===== config.mk =====
export PLATFORM = sky130hd
export DESIGN_NAME = mux8to1_tdm
export DESIGN_NICKNAME = d
export VERILOG_FILES = /design/src/rtl/mux8_tdm_pkg.sv /design/src/rtl/sel_counter.sv /design/src/rtl/mux8to1_tdm.sv
export SDC_FILE = /design/constraint.sdc
export NUM_CORES = 1
export LEC_CHECK = 0
export CAP_MARGIN = 40
export CORE_AREA = 2 2 39 41
export CTS_BUF_LIST = sky130_fd_sc_hd__clkbuf_8
export DETAILED_ROUTE_END_ITERATION = 16
export DIE_AREA = 0 0 41 43
export HOLD_SLACK_MARGIN = 0.05
export PLACE_DENSITY = 0.75
export SLEW_MARGIN = 20
export SYNTH_ARGS = -nofsm -noshare
export SYNTH_HDL_FRONTEND = slang
export SYNTH_SLANG_ARGS = --single-unit

===== constraint.sdc =====
create_clock -name clk -period 2 [get_ports clk]
set_input_delay 0.2 -clock clk [delete_from_list [all_inputs] [get_ports clk]]
set_output_delay 0.2 -clock clk [all_outputs]
set_load 0.01 [all_outputs]

===== src/rtl/mux8_tdm_pkg.sv =====
// Shared constants for the 8-channel TDM serialiser: widths, FSM encoding
// and helpers that map the bit order onto the first and last slot index.
package mux8_tdm_pkg;

  localparam int WIDTH = 8;
  localparam int SEL_W = 3;

  localparam logic [0:0] ST_IDLE = 1'b0;
  localparam logic [0:0] ST_SEND = 1'b1;

  function automatic logic [SEL_W-1:0] first_index(input bit msb_first);
    return msb_first ? SEL_W'(WIDTH - 1) : '0;
  endfunction

  function automatic logic [SEL_W-1:0] last_index(input bit msb_first);
    return msb_first ? '0 : SEL_W'(WIDTH - 1);
  endfunction

endpackage


===== src/rtl/sel_counter.sv =====
// Slot index counter: synchronous clear to a fixed start value, then counts
// up or down by one on each enabled edge.
module sel_counter
  import mux8_tdm_pkg::*;
#(
  parameter logic [SEL_W-1:0] CLEAR_VAL = '0
) (
  input  logic             clk,
  input  logic             rst,
  input  logic             clear,
  input  logic             en,
  input  logic             down,
  output logic [SEL_W-1:0] count
);

  always_ff @(posedge clk) begin
    if (rst || clear) begin
      count <= CLEAR_VAL;
    end else if (en) begin
      count <= down ? count - 1'b1 : count + 1'b1;
    end
  end

endmodule


===== src/rtl/mux8to1_tdm.sv =====
// Captures an 8-bit word and serialises it one channel per slot; slots
// advance on tick and done pulses for one cycle after the last slot.
module mux8to1_tdm
  import mux8_tdm_pkg::*;
#(
  parameter bit MSB_FIRST = 1'b0
) (
  input  logic             clk,
  input  logic             rst,
  input  logic             load,
  input  logic [WIDTH-1:0] data_in,
  input  logic             tick,
  output logic             out,
  output logic [SEL_W-1:0] sel,
  output logic             valid,
  output logic             busy,
  output logic             done
);

  localparam logic [SEL_W-1:0] FIRST_SEL = first_index(MSB_FIRST);
  localparam logic [SEL_W-1:0] LAST_SEL  = last_index(MSB_FIRST);

  logic [0:0]       state;
  logic [WIDTH-1:0] shadow;
  logic             done_q;
  logic             sending;
  logic             at_last;
  logic             accept;
  logic             slot_adv;
  logic             frame_end;

  assign sending   = (state == ST_SEND);
  assign at_last   = (sel == LAST_SEL);
  assign accept    = !sending && load;
  assign slot_adv  = sending && tick && !at_last;
  assign frame_end = sending && tick && at_last;

  // A tick arriving with the capturing load is ignored because the counter
  // is held in clear for the whole time the FSM sits in IDLE.
  always_ff @(posedge clk) begin
    if (rst) begin
      state  <= ST_IDLE;
      shadow <= '0;
      done_q <= 1'b0;
    end else begin
      done_q <= frame_end;
      if (accept) begin
        state  <= ST_SEND;
        shadow <= data_in;
      end else if (frame_end) begin
        state <= ST_IDLE;
      end
    end
  end

  sel_counter #(
    .CLEAR_VAL(FIRST_SEL)
  ) u_sel_counter (
    .clk  (clk),
    .rst  (rst),
    .clear(!sending || frame_end),
    .en   (slot_adv),
    .down (MSB_FIRST),
    .count(sel)
  );

  always_comb begin
    out = 1'b0;
    if (sending) begin
      out = shadow[sel];
    end
  end

  assign valid = sending;
  assign busy  = sending;
  assign done  = done_q;

endmodule


==> impl_metrics.py, run 1 <==
# Physical implementation metrics
metrics = {
    "clock_tree": {
        "cts.sinks": 13,
        "clkTransAtPathRegs_ps": 50,
        "clock_path_buffers": 2,
    },
    "detailed_routing": {
        "drt-met1-wl_um": 555,
        "vias": 515,
        "drc": 0,
    },
    "logic_synthesis": {
        "synth_area_um2": 563,
        "ys_seq_frac": 0.462,
        "top_cells_by_area": "dfxtp_1 (46%), nand2_1 (13%), a21oi_1 (11%)",
        "yosys_warnings": 0,
        "ys_chip_area_um2": 563,
    },
    "placement": {
        "port-buffer-count": 18,
    },
    "timing": {
        "setup_ws_ps": 173,
        "post-route-period-util": 0.914,
        "slew_headroom": 0.800,
    },
    "power_and_ir_drop": {
        "power.group.top": "sequential cells",
        "p_leak_nw": 0.320,
        "power.density_nw_per_um2": 725,
    },
    "critical_path": {
        "path_class": "flip-flop to output pin",
        "reg2regPathDepth": 5,
        "critPathMaxStageDelay_ps": 560,
        "slowest_stage": "mux4_1",
    },
    "finish": {
        "largest_reg_flops": 8,
        "fill_cells": 145,
        "top_register": "shadow",
        "logic_gate_count": 48,
        "logic_area_um2": 277,
        "clock_tree_area_fraction": 0.0559,
        "drive_gt1_frac": 0.0920,
    },
    "grt": {
        "use_met2": 0.241,
        "gr-usage-met1": 0.228,
        "met3_usage": 0.0471,
    },
    "status": {
        "status": "finished, final reports clean",
    },
    "die": {
        "fp-utilization": 0.407,
    },
}
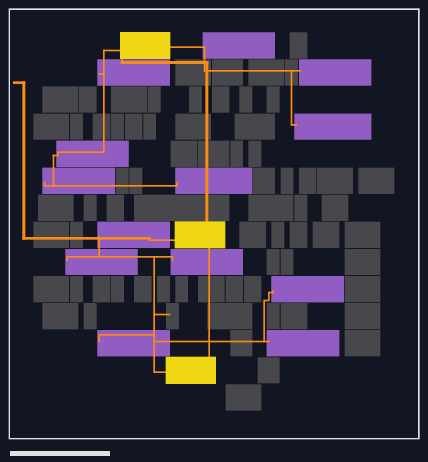
Run 1: routed clock nets over the placement
Bar = 10 um.
legend:
  flip-flops:
    colour: purple
    count: 13
  clock drivers:
    colour: yellow
    count: 3
  clock wires:
    colour: orange
    length: 195 um
routed clock nets: 4
Clock Power Share: 0.391
P_clk: 0.229 mW
Layout Skew: 0.836 ps
Latency at later pin: 240 ps

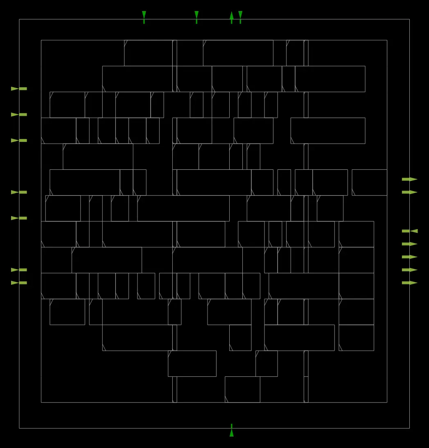
Run 1: placement view
Rows: 14
Core Region: 1380 um^2
flop share of the area: 0.326
flop count: 13

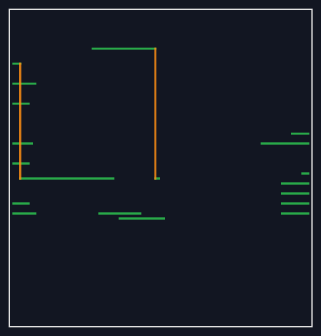
Run 1: wiring by layer
Two of the layers only.
legend:
  metal 3:
    colour: green
    wire_length: 72.1 um
  metal 4:
    colour: orange
    wire_length: 33.3 um
Routed Wire Length: 1210 um
GR Util All Layers: 0.178

==> run 2, diff against run 1 <==
MAX_ROUTING_LAYER = met4   (was default)
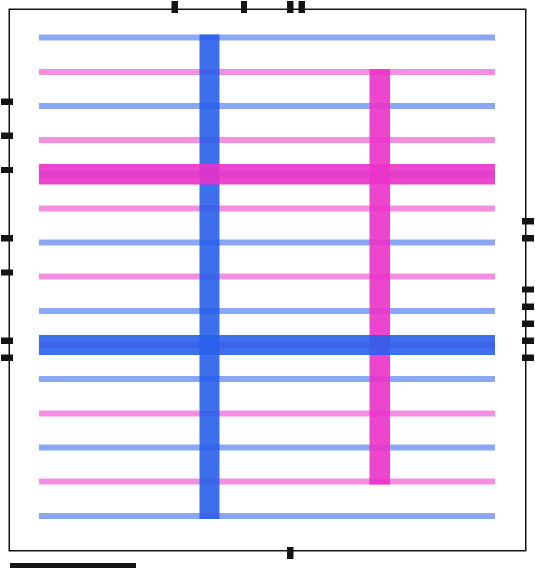
Run 2: PDN straps and rails
Bar = 10 um. Pins as bars on the die edge.
legend:
  VSS:
    colour: blue
  VDD:
    colour: magenta
signal pins: 19
met1 rails: 15
met5 straps: 2
met4 straps: 2
rows: 14
die width: 41 um
VDD IR max: 0.430 mV
Die Ht: 43 um

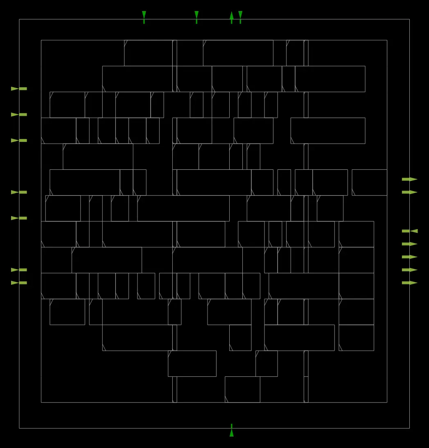
Run 2: placement view
Layout Utilization: 0.582
number of fill cells: 145
TAP cells: 16

==> impl_metrics.py, run 2 <==
# Physical implementation metrics
metrics = {
    "status": {
        "status": "finished, final reports clean",
    },
    "logic_synthesis": {
        "synth_area_um2": 563,
        "ys_chip_area_um2": 563,
        "ys_seq_frac": 0.462,
        "top_cells_by_area": "dfxtp_1 (46%), nand2_1 (13%), a21oi_1 (11%)",
        "yosys_warnings": 0,
    },
    "critical_path": {
        "slowest_stage": "mux4_1",
        "path_class": "flip-flop to output pin",
        "critPathMaxStageDelay_ps": 560,
    },
    "detailed_routing": {
        "drt-met1-wl_um": 553,
        "routed_wl_um": 1200,
    },
    "finish": {
        "top_register": "shadow",
        "drive_gt1_frac": 0.0920,
        "flop-count": 13,
        "seq_share": 0.326,
        "logic_gate_count": 48,
        "logic_area_um2": 277,
    },
    "grt": {
        "use_met2": 0.241,
        "grt_use_total": 0.183,
    },
    "timing": {
        "setup_ws_ps": 170,
        "clock_skew_ps": 0.783,
    },
    "power_and_ir_drop": {
        "power.density_nw_per_um2": 725,
        "p_leak_nw": 0.320,
    },
    "clock_tree": {
        "clock_path_buffers": 2,
        "cts.sinks": 13,
        "clkLatencyLatePin_ps": 240,
    },
    "placement": {
        "port-buffer-count": 18,
    },
    "die": {
        "core_um2": 1380,
    },
}
Power is estimated from default activity; no workload was simulated.
